`config.mk`:
```
export PLATFORM = sky130hd
export DESIGN_NAME = hart_boot_seq
export DESIGN_NICKNAME = d
export VERILOG_FILES = /design/src/rtl/hart_boot_seq_pkg.sv /design/src/rtl/hart_wdt.sv /design/src/rtl/hart_boot_seq.sv
export SDC_FILE = /design/constraint.sdc
export NUM_CORES = 1
export LEC_CHECK = 0
export ABC_AREA = 1
export ABC_CLOCK_PERIOD_IN_PS = 1800
export CORE_MARGIN = 2
export CORE_UTILIZATION = 39
export CTS_CLUSTER_DIAMETER = 50
export CTS_CLUSTER_SIZE = 10
export DETAILED_ROUTE_END_ITERATION = 6
export HOLD_SLACK_MARGIN = 0.08
export PLACE_DENSITY = 0.92
export SYNTH_ARGS = -nofsm -noshare
export SYNTH_HDL_FRONTEND = slang
export SYNTH_SLANG_ARGS = --single-unit
```
`constraint.sdc`:
```
create_clock -name clk_i -period 1.8 [get_ports clk_i]
set_clock_uncertainty 0.15 [all_clocks]
set_input_delay 0.27 -clock clk_i [delete_from_list [all_inputs] [get_ports clk_i]]
set_output_delay 0.27 -clock clk_i [all_outputs]
set_load 0.02 [all_outputs]
```
`src/rtl/hart_boot_seq_pkg.sv`:
```
// Shared types for the hart bring-up sequencer: FSM states, interrupt kinds and
// the mapping from (hart, kind) to an interrupt-hold line.
package hart_boot_seq_pkg;

  typedef enum logic [1:0] {
    ST_IDLE    = 2'd0,
    ST_HOLD    = 2'd1,
    ST_RELEASE = 2'd2,
    ST_RUN     = 2'd3
  } state_e;

  typedef enum logic [1:0] {
    IRQ_EXT0  = 2'd0,
    IRQ_EXT1  = 2'd1,
    IRQ_IPI   = 2'd2,
    IRQ_TIMER = 2'd3
  } irq_type_e;

  localparam int IRQ_TYPES = 4;

  // Lines are packed hart-major, so the index equals {hart, kind}.
  function automatic int irq_line(input int hart, input irq_type_e kind);
    return hart * IRQ_TYPES + int'(kind);
  endfunction

endpackage

```
`src/rtl/hart_wdt.sv`:
```
// One per-hart watchdog: saturating idle counter with a sticky hang flag.
// A retire on the cycle the count would reach the limit clears it instead.
module hart_wdt #(
  parameter int WDT_W = 20
) (
  input  logic             clk_i,
  input  logic             rst_i,
  input  logic             clear_i,
  input  logic             run_i,
  input  logic [WDT_W-1:0] limit_i,
  input  logic             retire_i,
  output logic             hang_o
);

  logic [WDT_W-1:0] cnt_q, cnt_d;
  logic             hang_q, hang_d;
  logic [WDT_W:0]   cnt_inc;
  logic             active;

  always_comb begin
    active  = run_i && (limit_i != '0);
    cnt_inc = {1'b0, cnt_q} + (WDT_W+1)'(1);
    cnt_d   = cnt_q;
    hang_d  = hang_q;
    if (clear_i) begin
      hang_d = 1'b0;
    end
    if (!active || retire_i) begin
      cnt_d = '0;
    end else if (cnt_inc >= {1'b0, limit_i}) begin
      cnt_d  = limit_i;
      hang_d = 1'b1;
    end else begin
      cnt_d = cnt_inc[WDT_W-1:0];
    end
  end

  always_ff @(posedge clk_i) begin
    if (rst_i) begin
      cnt_q  <= '0;
      hang_q <= 1'b0;
    end else begin
      cnt_q  <= cnt_d;
      hang_q <= hang_d;
    end
  end

  assign hang_o = hang_q;

endmodule

```
`src/rtl/hart_boot_seq.sv`:
```
// Multi-hart boot sequencer: reset hold, staggered hart release, interrupt
// injection and optional per-hart watchdog (enabled by HART_BOOT_SEQ_WDT_EN).
module hart_boot_seq
  import hart_boot_seq_pkg::*;
#(
  parameter int NUM_HARTS = 2,
  parameter int VLEN      = 64,
  parameter int XLEN      = 64,
  parameter int RST_HOLD  = 16,
  parameter int STAGGER   = 4,
  parameter int IRQ_HOLD  = 8,
  parameter int WDT_W     = 20
) (
  input  logic                      clk_i,
  input  logic                      rst_i,
  input  logic                      start_i,
  input  logic [VLEN-1:0]           boot_addr_base_i,
  output logic [VLEN-1:0]           boot_addr_o,
  output logic [NUM_HARTS-1:0]      hart_rst_no,
  output logic [NUM_HARTS*XLEN-1:0] hart_id_o,
  input  logic                      irq_req_valid_i,
  output logic                      irq_req_ready_o,
  input  logic [$clog2(NUM_HARTS):0] irq_req_hart_i,
  input  logic [1:0]                irq_req_type_i,
  output logic [NUM_HARTS*2-1:0]    irq_o,
  output logic [NUM_HARTS-1:0]      ipi_o,
  output logic [NUM_HARTS-1:0]      time_irq_o,
  input  logic [NUM_HARTS-1:0]      retire_i,
  input  logic [WDT_W-1:0]          wdt_limit_i,
  output logic [NUM_HARTS-1:0]      hang_o,
  output logic [1:0]                state_o,
  output logic                      done_o
);

  localparam int HART_W   = $clog2(NUM_HARTS) + 1;
  localparam int LINE_W   = HART_W + 2;
  localparam int LINES    = NUM_HARTS * IRQ_TYPES;
  localparam int HOLD_W   = $clog2(IRQ_HOLD + 1);
  localparam int LAST_REL = (NUM_HARTS - 1) * STAGGER;
  localparam int CNT_MAX  = (RST_HOLD > LAST_REL) ? RST_HOLD : LAST_REL;
  localparam int CNT_W    = $clog2(CNT_MAX + 1);

  state_e                        state_q, state_d;
  logic [CNT_W-1:0]              cnt_q, cnt_d;
  logic [VLEN-1:0]               boot_addr_q, boot_addr_d;
  logic [LINES-1:0][HOLD_W-1:0]  irq_cnt_q, irq_cnt_d;
  logic [LINES-1:0]              irq_active;
  logic                          start_accept;
  logic                          req_in_range;
  logic                          req_busy;
  logic                          req_accept;
  logic [LINE_W-1:0]             req_line;
  irq_type_e                     req_type;

  assign start_accept = (state_q == ST_IDLE) && start_i;

  always_ff @(posedge clk_i) begin
    if (rst_i) begin
      state_q <= ST_IDLE;
      cnt_q   <= '0;
    end else begin
      state_q <= state_d;
      cnt_q   <= cnt_d;
    end
  end

  always_comb begin
    state_d = state_q;
    cnt_d   = cnt_q;
    case (state_q)
      ST_IDLE: begin
        if (start_i) begin
          state_d = ST_HOLD;
          cnt_d   = '0;
        end
      end
      ST_HOLD: begin
        if (cnt_q == CNT_W'(RST_HOLD - 1)) begin
          cnt_d   = '0;
          state_d = (NUM_HARTS == 1) ? ST_RUN : ST_RELEASE;
        end else begin
          cnt_d = cnt_q + CNT_W'(1);
        end
      end
      ST_RELEASE: begin
        if (cnt_q == CNT_W'(LAST_REL - 1)) begin
          cnt_d   = '0;
          state_d = ST_RUN;
        end else begin
          cnt_d = cnt_q + CNT_W'(1);
        end
      end
      default: cnt_d = '0;
    endcase
  end

  // Hart k leaves reset once the release counter has reached k*STAGGER.
  always_comb begin
    hart_rst_no = '0;
    for (int k = 0; k < NUM_HARTS; k++) begin
      if (state_q == ST_RUN) begin
        hart_rst_no[k] = 1'b1;
      end else if (state_q == ST_RELEASE) begin
        hart_rst_no[k] = ({1'b0, cnt_q} + (CNT_W+1)'(1)) > (CNT_W+1)'(k * STAGGER);
      end
    end
    done_o  = (state_q == ST_RUN);
    state_o = state_q;
  end

  always_comb begin
    boot_addr_d = start_accept ? boot_addr_base_i : boot_addr_q;
  end

  always_ff @(posedge clk_i) begin
    if (rst_i) begin
      boot_addr_q <= '0;
      irq_cnt_q   <= '0;
    end else begin
      boot_addr_q <= boot_addr_d;
      irq_cnt_q   <= irq_cnt_d;
    end
  end

  assign boot_addr_o = boot_addr_q;

  // Out-of-range harts are always ready in RUN and simply match no line.
  always_comb begin
    req_type     = irq_type_e'(irq_req_type_i);
    req_line     = {irq_req_hart_i, req_type};
    req_in_range = irq_req_hart_i < HART_W'(NUM_HARTS);
    req_busy     = 1'b0;
    for (int i = 0; i < LINES; i++) begin
      if (req_in_range && (req_line == LINE_W'(i)) && (irq_cnt_q[i] != '0)) begin
        req_busy = 1'b1;
      end
    end
    irq_req_ready_o = (state_q == ST_RUN) && !req_busy;
    req_accept      = irq_req_valid_i && irq_req_ready_o;
    for (int i = 0; i < LINES; i++) begin
      irq_cnt_d[i]  = (irq_cnt_q[i] != '0) ? irq_cnt_q[i] - HOLD_W'(1) : '0;
      irq_active[i] = (irq_cnt_q[i] != '0);
      if (req_accept && req_in_range && (req_line == LINE_W'(i))) begin
        irq_cnt_d[i] = HOLD_W'(IRQ_HOLD);
      end
    end
  end

  for (genvar k = 0; k < NUM_HARTS; k++) begin : g_hart
    assign hart_id_o[k*XLEN +: XLEN] = XLEN'(k);
    assign irq_o[2*k]                = irq_active[irq_line(k, IRQ_EXT0)];
    assign irq_o[2*k+1]              = irq_active[irq_line(k, IRQ_EXT1)];
    assign ipi_o[k]                  = irq_active[irq_line(k, IRQ_IPI)];
    assign time_irq_o[k]             = irq_active[irq_line(k, IRQ_TIMER)];
  end

`ifdef HART_BOOT_SEQ_WDT_EN
  for (genvar k = 0; k < NUM_HARTS; k++) begin : g_wdt
    hart_wdt #(
      .WDT_W(WDT_W)
    ) u_wdt (
      .clk_i   (clk_i),
      .rst_i   (rst_i),
      .clear_i (start_accept),
      .run_i   (state_q == ST_RUN),
      .limit_i (wdt_limit_i),
      .retire_i(retire_i[k]),
      .hang_o  (hang_o[k])
    );
  end
`else
  logic unused_wdt;
  assign unused_wdt = ^{wdt_limit_i, retire_i};
  assign hang_o     = '0;
`endif

endmodule

```
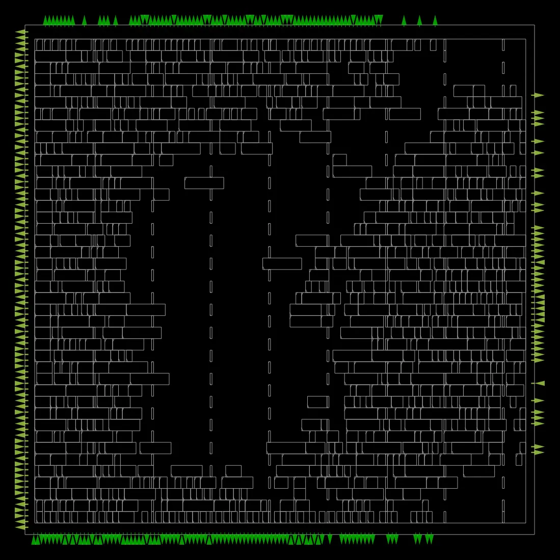
run_1/placed.png
std cell rows: 42
placeable core region: 13240 um2

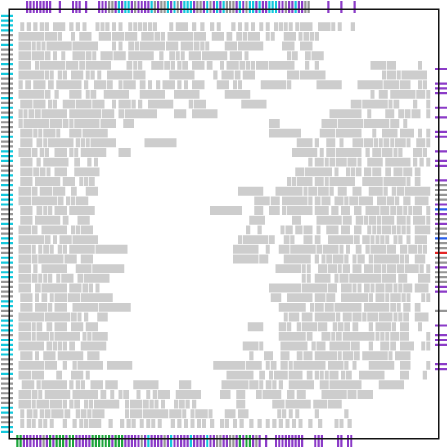
run_1/pinout.png
Pins as bars across the die edge, other pins in grey.
- irq_req_valid_i: red (pins 1; direction input; edge east)
- irq_req_type_i: blue (pins 2; direction input; edge east)
- hart_id_o: purple (pins 128; direction output; edge 60 south, 44 north, 24 east)
- boot_addr_o: cyan (pins 64; direction output; edge 40 west, 20 north, 4 south)
- wdt_limit_i: green (pins 20; direction input; edge south)
- all pins by edge: 92 south, 87 west, 81 north, 42 east
Die Y: 120.3 um
port bufs: 149
die span in x: 120.3 um

==> commit_impl_results.txt, run 1 <==
Log flow metrics for this revision

* TritonCTS clock tree: done
- Combined buffer and inverter count along the critical path: 1
* Share of total power consumed by net switching: 40.94%
- The pre-antenna-repair detailed-routing pass consisted of 5 iterations.
- Hold path depth: 1
- At the later pin of the worst-skew pair, clock insertion delay measures 340 ps.
- CTS Root Buffer Type: sky130_fd_sc_hd__clkbuf_16
- The final reports fail on negative setup slack.
- The violation tally recorded at the end of detailed-routing iteration 0 is 214.
- Outcome: finished, violations left
- Entering global routing, the biggest net connects 65 pins.
- In this run the register-to-register setup slack is -20 ps.
* Cell Pwr Density: 1613 nW/um2
- STA classifies the critical path endpoint as an output port.
* FF+latch count: 103
- At the worst endpoint, the arrival time is 1670 ps.
* Crit path to: hart_rst_no[0]
- For this configuration, the core starts out at a cell density of 39.82%.
- The first global-routing pass estimated 19.36 mm of wire.
- STA classifies the critical path startpoint as a flop.
* Worst hold-check path type: reg2reg
- Per the detail_route report, vias per standard cell equal 4.269.
- Across the whole layout, storage elements account for 2074 um2.
- Instance area at placement: 7019 um2
- Global routing consumed, on the met2 layer, 28.73% of the routing resources.
- Leading cell types by total area after synthesis: sky130_fd_sc_hd__dfxtp_1 39%, sky130_fd_sc_hd__buf_4 19%, sky130_fd_sc_hd__nor2_1 13%
- Per the Yosys statistics, synthesis produced 688 cells.
* Clock share of power: 15.1%
- In this run the critical path is formed by ha_4 -> nand2_4 -> nor2_4 -> ha_4 -> o31ai_2 -> o21ai_1 -> nand2_1 -> buf_6.
* Cell with the most instances after synthesis: sky130_fd_sc_hd__nor2_1
- Commonest cells in the netlist: 179 x sky130_fd_sc_hd__nor2_1, 130 x sky130_fd_sc_hd__buf_4, 103 x sky130_fd_sc_hd__dfxtp_1, 42 x sky130_fd_sc_hd__nand2_1, 40 x sky130_fd_sc_hd__o21ai_0
- Met3 usage in global routing: 9.245%
- In the final routed layout, each cell accounts on average for 12.21 um.
- The final timing report counts setup violations totalling 4.
- Once routing completed, OpenROAD measured the worst setup slack at -288.5 ps.
* Mean Syn Cell Area: 7.665 um2
* Startpoint of the lowest-slack hold path: irq_cnt_q[12]
* Final weighted congestion in routability-driven placement: 0.8366
* Unrepaired setup endpoints after global routing: yes
- The register with the most flip-flops in the layout has 64 of them.
* Synthesized flop and latch total: 103
- Overall chip area: 14470 um2
* Power consumption: 0.01222 W
- The fraction of final cell area spent on clock buffers and inverters in this run is 3.718%.
- The number of antenna diodes in the final layout is 0.
- Count of clock-net buffers in the final layout: 10
- Cell class with the largest area share: logic gates
- The launch point of the critical path was reported as cnt_q[0].
- Endpoint of the lowest-slack register-to-register path: cnt_q[3]
- Final Hold Violation Tally: 0
- Portion of total power attributed to sequential cells: 28.4%
- Total global-route track usage: 16.51%
* P_seq: 0.00347 W
- Prior to clock tree synthesis, the placed netlist has a worst setup slack of -742.6 ps.
* Most Frequent Cell on Critical Path: sky130_fd_sc_hd__ha_4
* Leakage dissipation: 3.528 nW
* Tally of filler cells in the layout: 1131
- According to the Yosys statistics, the synthesized design has a chip area of 5274 um2.
- For this block, wires on met1 add up to 4.972 mm.
* Required time reported for the critical path endpoint: 1380 ps
- The initial antenna violation count came to 0.
- Count of non-CTS inverters in the layout: 44
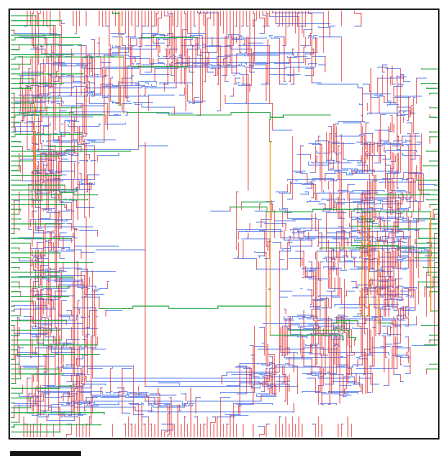
run_1/layers.png
The bar under the picture is 20 um long.
- M4: orange (wire length 206 um)
- M1: blue (wire length 4970 um)
- M3: green (wire length 1370 um)
- M2: red (wire length 6730 um)

--- run 2 (diff from run 1) ---
- ABC_CLOCK_PERIOD_IN_PS: 1800 -> 2000
- clock period: 1.8 -> 2 ns (I/O delays scaled with it)
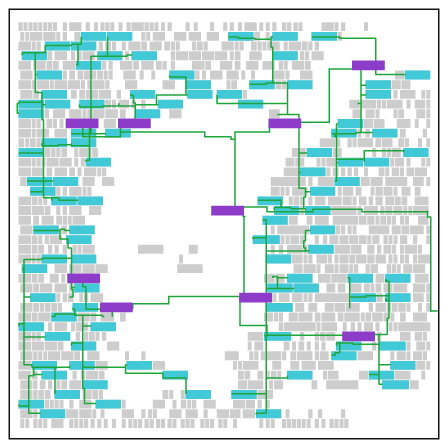
run_2/clock_wires.png
- clock wires: green (length 1270 um)
- clock-net drivers: purple (count 9)
- flip-flops: cyan (count 103)
- flops lie: widely spread
- routed clock nets: 10

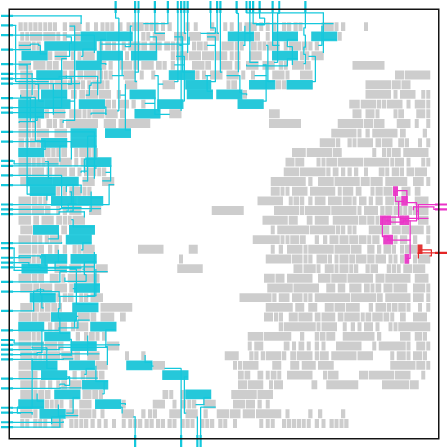
run_2/port_trees.png
- boot_addr_o: cyan (bits 64; direction output; end cells 64; buffers 64; wire 2000 um)
- irq_req_type_i: magenta (bits 2; direction input; end cells 9; buffers 2; wire 92.8 um)
- irq_req_valid_i: red (bits 1; direction input; end cells 1; buffers 1; wire 12.3 um)
I/O Pins: 302

==> run 2 against run 1 <==
Compared with the run above: the run still ends with negative setup slack left; setup slack improved by 150 ps; flip-flop count did not move; core utilization fell by 1.5 points; synthesized cell count did not move; critical path depth fell by 1; clock power fell by 8%; global-route usage barely moved; die area did not move; sequential share of layout area rose by 0.66 points; non-clock buffer count fell by 21; final cell count fell by 1.9%; critical endpoint is now hart_rst_no[1].
==> commit_impl_results.txt, run 2 <==
Log flow metrics for this revision

- The run finished, with violations left.
- The number of flip-flops in the largest register came to 64 (unchanged).
- Setup violation total in the final timing report: 3 (-1)
* Yosys top cell by area: sky130_fd_sc_hd__dfxtp_1
- In this run the critical register-to-register path is captured at boot_addr_o[20].
* Die Y: 120.3 um (unchanged)
- Pre-Place Util: 39.82% (unchanged)
* Most Frequent Cell on Critical Path: sky130_fd_sc_hd__buf_6
* Number of standard cells reported by yosys: 688 (unchanged)
* Largest net degree at the start of global routing: 55 (-15%)
- The number of standard-cell rows in the floorplan came to 42 (unchanged).
- The clock network fraction of total power came to 16.2% (+1.1 points).
- Final setup margin: -139.6 ps (+148.9 ps)
* Synthesized flop and latch total: 103 (unchanged)
* Total global-route track usage: 16.52% (+0.017 points)
- The wire length of the first global-routing pass came to 19.37 mm (about the same).
* Detail-routed via count per cell: 4.239 (-0.69%)
- Yosys attributes the largest share of cell area to sky130_fd_sc_hd__dfxtp_1 39%, sky130_fd_sc_hd__buf_4 19%, sky130_fd_sc_hd__nor2_1 13%.
- Power consumption: 0.01054 W (-14%)
- After layout the signal buffers, clock cells excluded, come to 27.13% of cell area.
- Initial antenna violation count: 0 (unchanged)
* Portion of total power attributed to sequential cells: 29.9% (+1.5 points)
* Met3 usage in global routing: 8.113% (-1.1 points)
* Initial drt markers: 158 (-26%)
* Met1 usage: 16.50%
- Share of total power consumed by net switching: 41.31% (+0.38 points)
* Count of clock-net buffers in the final layout: 9 (-1)
* Leakage dissipation: 3.347 nW (-5.1%)
- Per the OpenROAD timing report, the critical path contains 7 cells.
- Crit path cell chain: ha_4 -> buf_6 -> xnor2_4 -> o21ai_2 -> o21ai_1 -> nand2_1 -> buf_6
- The placeable core area came to 13240 um2 (unchanged).
* Violated checks: negative setup slack
- The post-place instance area came to 6877 um2 (-2.0%).
- Count of non-CTS inverters in the layout: 44 (unchanged)
- Count of TritonRoute iterations in the first routing pass: 4 (-1)
* Clk latency late pin: 350 ps (about the same)
- Port bufs: 149 (unchanged)
- The cell depth of the worst hold path was 1 (unchanged).
- Unrepaired setup endpoints after global routing: yes
- Post-synth cell types: 29
* Cell class with the largest area share: logic gates
* Mean Syn Cell Area: 7.665 um2 (unchanged)
* Nature of the critical path endpoint: output port
- The launch point of the worst min-delay path is recorded as irq_cnt_q[12].
- Cell with the most instances after synthesis: sky130_fd_sc_hd__nor2_1
- Note that the worst hold path type here is reg2reg.
* Aoi/oai-family share of the synthesized area: 8.209%
- The average wire per standard cell came to 11.93 um (-2.3%).
- The length of routed wiring on met1 was 4.693 mm (-5.6%).
* Required time reported for the critical path endpoint: 1550 ps (+170 ps)
* Final weighted congestion in routability-driven placement: 0.8651 (+3.4%)
* Register Area: 2068 um2 (-0.30%)
* Overall chip area: 14470 um2 (unchanged)
- The number of failing hold endpoints at the final stage came to 0 (unchanged).
- The sequential cell count of the final layout came to 103 (unchanged).
- Tally of filler cells in the layout: 1148 (+1.5%)
* Combined buffer and inverter count along the critical path: 2 (+1)
--- run 3 (diff from run 2) ---
- CORE_AREA: not set -> 2 2 116 118
- CORE_MARGIN: 2 -> not set
- CORE_UTILIZATION: 39 -> not set
- DIE_AREA: not set -> 0 0 118 120
- DONT_BUFFER_PORTS: not set -> 1
- PLACE_DENSITY: 0.92 -> 0.65
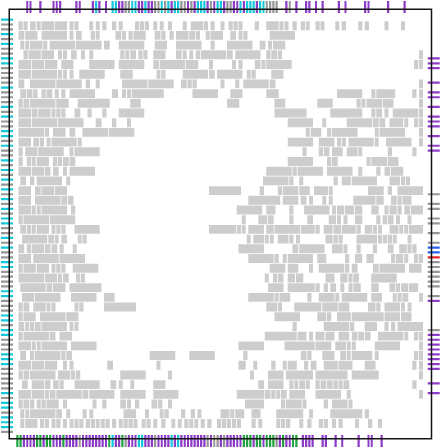
run_3/pinout.png
Pins as bars across the die edge, other pins in grey.
- wdt_limit_i: green (pins 20; direction input; edge south)
- irq_req_valid_i: red (pins 1; direction input; edge east)
- hart_id_o: purple (pins 128; direction output; edge 65 south, 39 north, 24 east)
- irq_req_type_i: blue (pins 2; direction input; edge east)
- boot_addr_o: cyan (pins 64; direction output; edge 38 west, 21 north, 5 south)
- all pins by edge: 98 south, 86 west, 76 north, 42 east
port bufs: 0
die span in x: 118 um

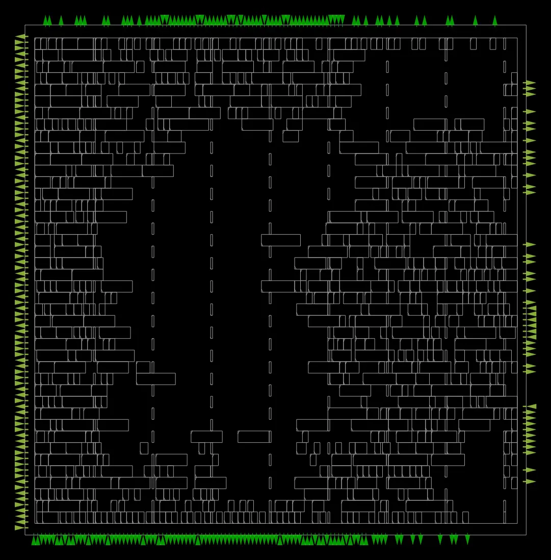
run_3/placed.png
final core area utilization: 47.93%
placeable core region: 12980 um2
number of standard cells in the layout, taps in and fillers out: 946
tally of filler cells in the layout: 1231

==> run 3 against run 2 <==
Compared with the run above: largest power group unchanged; die area is 2.1% lower; register-to-register slack better by 80 ps; highest routed layer unchanged; clock power hardly changed; worst hold slack worse by 150 ps; the flow still finishes with violations (negative setup slack); largest cell class unchanged; sequential power is 17% higher; routed wire length is 11% lower; core utilization is 7.7 points lower.
==> commit_impl_results.txt, run 3 <==
Log flow metrics for this revision

- Signal buffers share of area: 14.46% (-13 points)
- In this run the cell area of the synthesized design comes to 5274 um2.
* Clk latency late pin: 340 ps (about the same)
- Count of hold buffers inserted by post-cts repair: 68
* Hold path depth: 4 (+3)
- Adder Area Share: 5.931%
- Leading cell types by total area after synthesis: sky130_fd_sc_hd__dfxtp_1 39%, sky130_fd_sc_hd__buf_4 19%, sky130_fd_sc_hd__nor2_1 13%
- By area, logic gates come first.
- For the clock group, total power comes out at 0.00172 W.
* FFs w/ async S/R, synth: 0%
- Count of non-CTS inverters in the layout: 44 (unchanged)
* Layout net count: 884
- Unrepaired setup endpoints after global routing: yes
- The number of iterations in the first detailed-routing pass was 4 (unchanged).
- The length of routed wiring on met1 was 4.735 mm (+0.89%).
- EDFF count, synth: 0
* Clock share of power: 18.8% (+2.6 points)
- The script computed a power per unit cell area of 1471 nW/um2.
- The proportion of total power due to net switching came to 44.40% (+3.1 points).
- Post-synth cell types: 29 (unchanged)
- Synth logic family: buffers and inverters
* Number of standard cells reported by yosys: 688 (unchanged)
- The critical path depth in cells came to 7 (unchanged).
* P_int: 0.005086 W
* Detail-routed via count per cell: 4.331 (+2.2%)
- Signal routing reaches up to met4.
- Looking at hold timing, the worst path starts from irq_req_hart_i[0].
- After synthesis, the most frequently instantiated cells are 179 x sky130_fd_sc_hd__nor2_1, 130 x sky130_fd_sc_hd__buf_4, 103 x sky130_fd_sc_hd__dfxtp_1, 42 x sky130_fd_sc_hd__nand2_1, 40 x sky130_fd_sc_hd__o21ai_0.
- Switching power total: 0.004063 W
* Outcome: finished, violations left
* Leakage dissipation: 2.836 nW (-15%)
* Final weighted congestion in routability-driven placement: 0.8059 (-6.8%)
* Total of plain and repair buffers excluding clock buffers: 90
- Initial antenna violation count: 0 (unchanged)
- The cell count after synthesis came out at 688.
* R2r startpoint: state_o[1]
- Once the clock tree was built, the setup fixing pass inserted 6 buffers.
- Total met3 wirelength after detailed routing: 1.037 mm
- Fin crit share: 104.1%
- The final total power is 0.009149 W (-13%).
- The worst endpoint required time is 1550 ps (about the same).
- Met3 usage in global routing: 6.987% (-1.1 points)
* I/O Pins: 302 (unchanged)
* Combined buffer and inverter count along the critical path: 0 (-2)
- The global routing stage identified its most utilized layer as met2.
* Worst hold-check path type: in2reg
- Critical Path Source: cnt_q[1]
- For this block, the via count after detailed routing is 4097.
- Post-Place Worst Slack: 97.58 ps
- Violated checks: negative setup slack
- Flop share of the area: 33.33%
* Total global-route track usage: 15.09% (-1.4 points)
- The number of flip-flops in the largest register is 64 (unchanged).
- Endpoint of the lowest-slack register-to-register path: boot_addr_o[53]
- Total clock buffers created by CTS: 9
* Nature of the critical path endpoint: output port
* Portion of total power attributed to sequential cells: 40.1% (+10 points)
- Wire length on met2: 5.496 mm
* Most Frequent Cell on Critical Path: sky130_fd_sc_hd__ha_4
* Aoi/oai-family share of the synthesized area: 8.209% (unchanged)
* Comb gate area: 2579 um2
- Mean Syn Cell Area: 7.665 um2 (unchanged)
- Looking at the worst setup and hold paths, the clock pins of their registers show a slew of 70 ps.
- The post-route worst setup slack was -81.87 ps (+57.73 ps).
* Register Area: 2073 um2 (+0.24%)
- Yosys top cell by area: sky130_fd_sc_hd__dfxtp_1
* Multiplexer area fraction after synthesis: 0.2135%
- The total of clock buffers placed in the layout is 10 (+1).
* Worst endpoint data arrival time: 1630 ps
- Count of H-tree levels built during CTS: 3
- Detailed-route wire length per cell: 12.02 um (+0.75%)
- Per the final layout report, the fraction of cells sized above drive strength 1 comes to 11.43%.
- The detailed router's first-iteration violation count came to 159 (+0.63%).
* Cell Count Post-Placement: 856
- Headroom to the max-slew limit came out at 64.82%.
- Wire length of the first global-routing pass: 17.39 mm (-10%)
- The number of endpoints failing setup at the final stage is 3 (unchanged).
- Total wire length: 11.37 mm
- The chip area was 14160 um2 (-2.1%).
- Instance area at placement: 5085 um2 (-26%)
- Crit path cell chain: ha_4 -> nand2_4 -> nor2_4 -> ha_4 -> o31ai_4 -> o21ai_1 -> nand2_2
* Synthesized flop and latch total: 103 (unchanged)
- For met2 alone, demand over resource in global routing was 24.96%.
* Std cell rows: 42 (unchanged)
- Met1 usage: 17.77% (+1.3 points)
- The largest net degree at the start of global routing came to 65 (+18%).
* Pre-Place Util: 40.63% (+0.81 points)
* FF+latch count: 103 (unchanged)
* Final Hold Violation Tally: 0 (unchanged)
* Cell with the most instances after synthesis: sky130_fd_sc_hd__nor2_1
Power and IR drop assume default switching activity.
